`config.mk`:
```
export PLATFORM = sky130hd
export DESIGN_NAME = writeback_stage
export DESIGN_NICKNAME = d
export VERILOG_FILES = /design/src/rtl/writeback_stage.sv
export SDC_FILE = /design/constraint.sdc
export NUM_CORES = 1
export LEC_CHECK = 0
export CAP_MARGIN = 20
export CORE_UTILIZATION = 50
export DETAILED_ROUTE_END_ITERATION = 8
export PLACE_DENSITY = 0.83
export SLEW_MARGIN = 20
export SYNTH_ARGS = -nofsm -noshare
export SYNTH_HDL_FRONTEND = slang
export SYNTH_SLANG_ARGS = --single-unit
```
`constraint.sdc`:
```
create_clock -name clk -period 6.35 [get_ports clk]
set_input_delay 0.9525 -clock clk [delete_from_list [all_inputs] [get_ports clk]]
set_output_delay 0.9525 -clock clk [all_outputs]
set_load 0.01 [all_outputs]
```
`src/rtl/writeback_stage.sv`:
```
// writeback_stage: stage register, load extract, rf write port, forwarding tap and instret
module writeback_stage #(
  parameter int XLEN = 32
) (
  input  logic            clk,
  input  logic            rst,
  input  logic            m_valid,
  output logic            m_ready,
  input  logic            m_trap,
  input  logic            m_rd_we,
  input  logic [4:0]      m_rd_addr,
  input  logic [1:0]      m_wbsel,
  input  logic [2:0]      m_funct3,
  input  logic [1:0]      m_addr_lo,
  input  logic [XLEN-1:0] m_alu_result,
  input  logic [XLEN-1:0] m_load_data,
  input  logic [XLEN-1:0] m_pc_next,
  input  logic            wb_hold,
  output logic            rf_wenble,
  output logic [4:0]      rf_rd_addr,
  output logic [XLEN-1:0] rf_datain,
  output logic            fwd_valid,
  output logic [4:0]      fwd_rd_addr,
  output logic [XLEN-1:0] fwd_data,
  output logic [63:0]     instret
);
  logic            valid_q, trap_q, rd_we_q;
  logic [4:0]      rd_addr_q;
  logic [1:0]      wbsel_q, addr_lo_q;
  logic [2:0]      funct3_q;
  logic [XLEN-1:0] alu_q, load_q, pc_q;
  logic [7:0]      ld_b;
  logic [15:0]     ld_h;
  logic [XLEN-1:0] ld_x, wdata;
  assign m_ready = ~wb_hold;
  always_ff @(posedge clk) begin
    if (rst) begin
      valid_q   <= 1'b0;
      trap_q    <= 1'b0;
      rd_we_q   <= 1'b0;
      rd_addr_q <= '0;
      wbsel_q   <= '0;
      funct3_q  <= '0;
      addr_lo_q <= '0;
      alu_q     <= '0;
      load_q    <= '0;
      pc_q      <= '0;
      instret   <= '0;
    end else begin
      if (valid_q && !trap_q && !wb_hold)
        instret <= instret + 64'd1;
      if (!wb_hold) begin
        valid_q <= m_valid;
        if (m_valid) begin
          trap_q    <= m_trap;
          rd_we_q   <= m_rd_we;
          rd_addr_q <= m_rd_addr;
          wbsel_q   <= m_wbsel;
          funct3_q  <= m_funct3;
          addr_lo_q <= m_addr_lo;
          alu_q     <= m_alu_result;
          load_q    <= m_load_data;
          pc_q      <= m_pc_next;
        end
      end
    end
  end
  always_comb begin
    ld_b = load_q[{addr_lo_q, 3'b000} +: 8];
    ld_h = addr_lo_q[1] ? load_q[31:16] : load_q[15:0];
    ld_x = funct3_q == 3'b000 ? {{(XLEN-8){ld_b[7]}}, ld_b} :
           funct3_q == 3'b100 ? {{(XLEN-8){1'b0}}, ld_b} :
           funct3_q == 3'b001 ? {{(XLEN-16){ld_h[15]}}, ld_h} :
           funct3_q == 3'b101 ? {{(XLEN-16){1'b0}}, ld_h} : load_q;
    wdata = wbsel_q == 2'b01 ? ld_x : wbsel_q == 2'b10 ? pc_q : alu_q;
  end
  assign fwd_valid   = valid_q & rd_we_q & ~trap_q & (rd_addr_q != 5'd0);
  assign rf_wenble   = fwd_valid & ~wb_hold;
  assign rf_rd_addr  = valid_q ? rd_addr_q : 5'd0;
  assign fwd_rd_addr = rf_rd_addr;
  assign rf_datain   = valid_q ? wdata : '0;
  assign fwd_data    = rf_datain;
endmodule

```
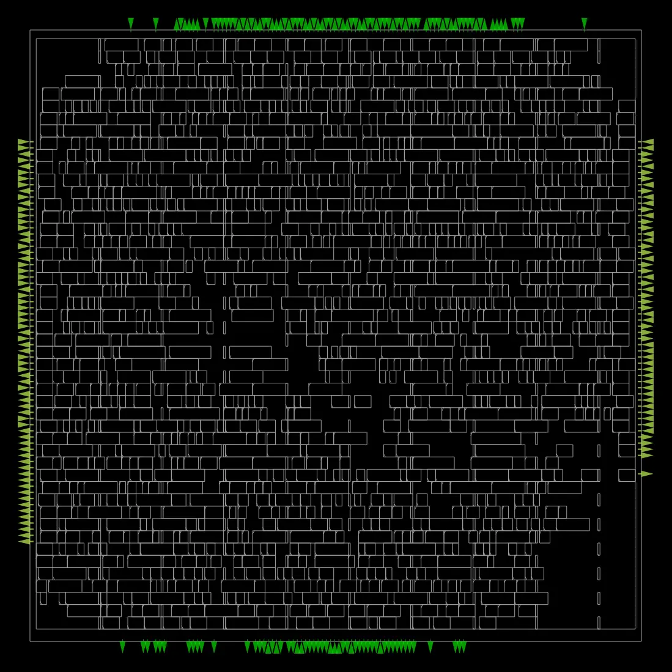
Fig. 1. Cell placement.
count of inserted tapcells: 225
Row Count: 48

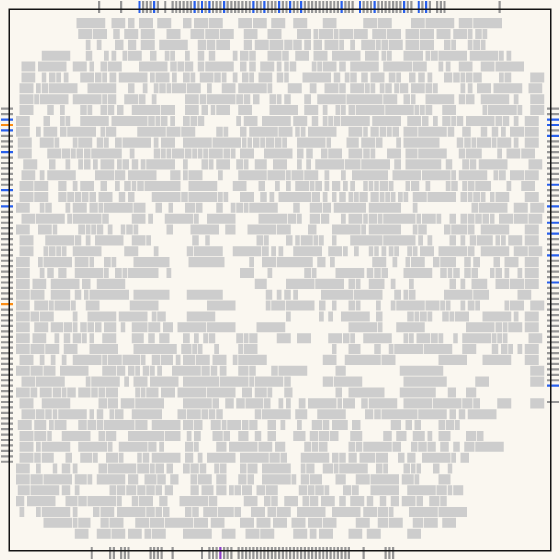
Fig. 2. Pin map.
Pins as bars across the die edge, other pins in gray.
legend:
  blue:
    port: fwd_data
    pins: 32
    direction: output
    edge: 17 north, 10 east, 5 west
  purple:
    port: rst
    pins: 1
    direction: input
    edge: south
  orange:
    port: m_wbsel
    pins: 2
    direction: input
    edge: west
all pins by edge: 82 north, 66 west, 54 south, 53 east

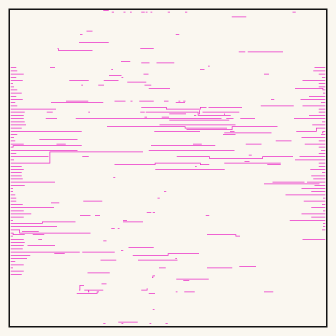
Fig. 3. Metal 3.
longest straight run: 62.1 um
share of all routed wire: 7.4%
main direction: horizontal
wire length on this layer: 1950 um
wire length reported by the detailed router: 26480 um
global routing met3 resource utilization: 6.061%
number of vias in the routed layout: 8979

==> metrics.json <==
{
  "outcome": {"value": "finished, final reports clean"},
  "postSynthCellCount": {"value": 1177},
  "critPathCapture": {"value": "rf_datain[31]"},
  "worst_hold_path.endpoint": {"value": "pc_q[12]"},
  "hold_viol": {"value": 0},
  "setup_tns_final": {"value": 0, "unit": "ns"},
  "switching_power": {"value": 624.1, "unit": "uW"},
  "syn_nets": {"value": 1292},
  "cellLeakagePower": {"value": 3.972, "unit": "nW"},
  "regToRegSetupSlack": {"value": 3.43, "unit": "ns"},
  "clock.latency.late_pin": {"value": 0.42, "unit": "ns"},
  "intPower": {"value": 1.916, "unit": "mW"},
  "rsz_0062_raised_after_global_routing": {"value": "no"},
  "largest_reg_flops": {"value": 64},
  "path_depth": {"value": 6},
  "n_antenna_cell": {"value": 3},
  "seq_area": {"value": 3506, "unit": "um^2"},
  "cp_data_arrival_time": {"value": 3.39, "unit": "ns"},
  "clock_tree_area_fraction": {"value": 5.314, "unit": "%"},
  "grt_first_pass_wirelength": {"value": 41700, "unit": "um"},
  "sink_count": {"value": 175},
  "dr_wl_met2": {"value": 12370, "unit": "um"},
  "post_cts_setup_driven_buffer_insertion_count": {"value": 0},
  "syn-mean-instance-area": {"value": 7.538, "unit": "um^2"},
  "post-place-ws": {"value": 2.040, "unit": "ns"},
  "global_route.overflow_total": {"value": 0},
  "gpl.final_weighted_congestion": {"value": 0.9398},
  "critPathCaptureType": {"value": "output pin"},
  "worst_reg2reg_path_length_in_cells": {"value": 6},
  "seq_cells": {"value": 175},
  "cts_tree": {"value": "yes"},
  "ys_cells": {"value": 1177},
  "postSynth.topFlopCell": {"value": "sky130_fd_sc_hd__dfxtp_1"},
  "grt_pass1_vias": {"value": 8364},
  "final_design_area_no_fill": {"value": 11840, "unit": "um^2"},
  "fp.dieH": {"value": 135.2, "unit": "um"},
  "detail_route.wl_per_cell": {"value": 16.76, "unit": "um"},
  "peakVddDrop": {"value": 0.0002150, "unit": "V"},
  "worst_ep_required_time": {"value": 5.40, "unit": "ns"},
  "timing.hold.worst.start": {"value": "pc_q[12]"},
  "detail-route-antenna-nets": {"value": 0},
  "comb_power_share": {"value": 10.3, "unit": "%"},
  "chip_footprint": {"value": 18280, "unit": "um^2"},
  "final.signal_inverter_count": {"value": 13},
  "cts.hold.buffers_added": {"value": 0},
  "postSynthSeqShare": {"value": 39.49, "unit": "%"},
  "comb_cells": {"value": 870},
  "max_flop_register": {"value": "instret"},
  "power_top_consumer": {"value": "sequential cells"},
  "layout.buffer.nonclock.area_share": {"value": 22.13, "unit": "%"},
  "synthTopCellsByCount": {"value": "sky130_fd_sc_hd__nand2_1 (293), sky130_fd_sc_hd__a21oi_1 (198), sky130_fd_sc_hd__dfxtp_1 (175)"},
  "final.signal_buffer_count": {"value": 262},
  "area.share.sequential": {"value": 29.60, "unit": "%"},
  "synth_cell_types": {"value": 47},
  "worstSetupStartpoint": {"value": "addr_lo_q[0]"},
  "relative_contribution_of_the_clock_network_to_total_power": {"value": 43.8, "unit": "%"},
  "netlist.top_cell.by_area": {"value": "sky130_fd_sc_hd__dfxtp_1"},
  "post_route_cells_drive_above_1_share": {"value": 5.695, "unit": "%"},
  "synthArstFlopShare": {"value": 0, "unit": "%"},
  "synth_area_leaders": {"value": "sky130_fd_sc_hd__dfxtp_1 (39%), sky130_fd_sc_hd__nand2_1 (12%), sky130_fd_sc_hd__a21oi_1 (11%), sky130_fd_sc_hd__clkbuf_1 (3.2%), sky130_fd_sc_hd__buf_4 (3.1%)"},
  "seq_power_share": {"value": 46.0, "unit": "%"},
  "critical_path_buf_inv_count": {"value": 1},
  "stage_log_warnings": {"value": 26},
  "sw_share": {"value": 24.57, "unit": "%"},
  "dpl_cell_area": {"value": 11200, "unit": "um^2"},
  "die_w": {"value": 135.2, "unit": "um"}
}
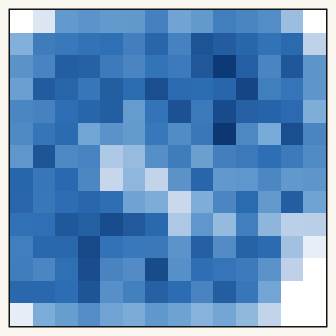
Fig. 4. Local utilization.
The die is cut into 14 by 14 equal tiles; white is low, dark blue is high, 0 to 100% covered.
tiles over 75% full: 31%
mean over tiles: 63%
emptiest ninth of the die: south-east
final standard cell utilization of the core: 68.47%
core area: 17300 um^2
effective utilization at floorplan: 51.29%

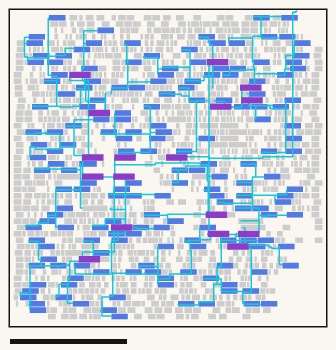
Fig. 5. Clock network drawn from the DEF.
The bar under the picture is 50 um long.
legend:
  blue:
    item: flip-flops
    count: 175
  cyan:
    item: clock wires
    length: 2020 um
  purple:
    item: clock drivers
    count: 17
routed clock nets: 18
Power Clock: 1.11 mW
setup skew after layout: 0.007953 ns

==> cell families after synthesis <==
logic type      share of synthesized area [%]
compound gates                          17.68
xor+xnor                                2.567
fa+ha+maj                              0.1410
buf+inv                                 7.263
flops                                   39.49
mux                                     5.754
simple gates                            27.10
==> cell usage in the layout (no fill, tap or decap), types with 3 or more instances in the layout <==
master,instances
sky130_fd_sc_hd__and2_1,11
sky130_fd_sc_hd__and4_1,4
sky130_fd_sc_hd__and3_1,34
sky130_fd_sc_hd__mux2i_1,24
sky130_fd_sc_hd__nor4_1,3
sky130_fd_sc_hd__mux2_2,8
sky130_fd_sc_hd__or3_1,16
sky130_fd_sc_hd__a21oi_1,198
sky130_fd_sc_hd__or2_2,5
sky130_fd_sc_hd__nand4bb_1,3
sky130_fd_sc_hd__bufinv_16,3
sky130_fd_sc_hd__clkdlybuf4s50_1,253
sky130_fd_sc_hd__xnor2_1,6
sky130_fd_sc_hd__a31o_2,5
sky130_fd_sc_hd__diode_2,3
sky130_fd_sc_hd__nor3_1,6
sky130_fd_sc_hd__nand4_1,34
sky130_fd_sc_hd__inv_6,4
sky130_fd_sc_hd__buf_4,6
sky130_fd_sc_hd__clkinvlp_4,3
sky130_fd_sc_hd__o21ai_0,55
sky130_fd_sc_hd__nand2_1,292
sky130_fd_sc_hd__xor2_1,20
sky130_fd_sc_hd__nor2_1,52
sky130_fd_sc_hd__a311o_1,7
sky130_fd_sc_hd__dfxtp_1,173
sky130_fd_sc_hd__inv_1,13
sky130_fd_sc_hd__nand3_1,23
sky130_fd_sc_hd__clkbuf_16,17
sky130_fd_sc_hd__mux4_2,8
sky130_fd_sc_hd__o31ai_1,15
sky130_fd_sc_hd__or4_1,17
Power is estimated from default activity; no workload was simulated.
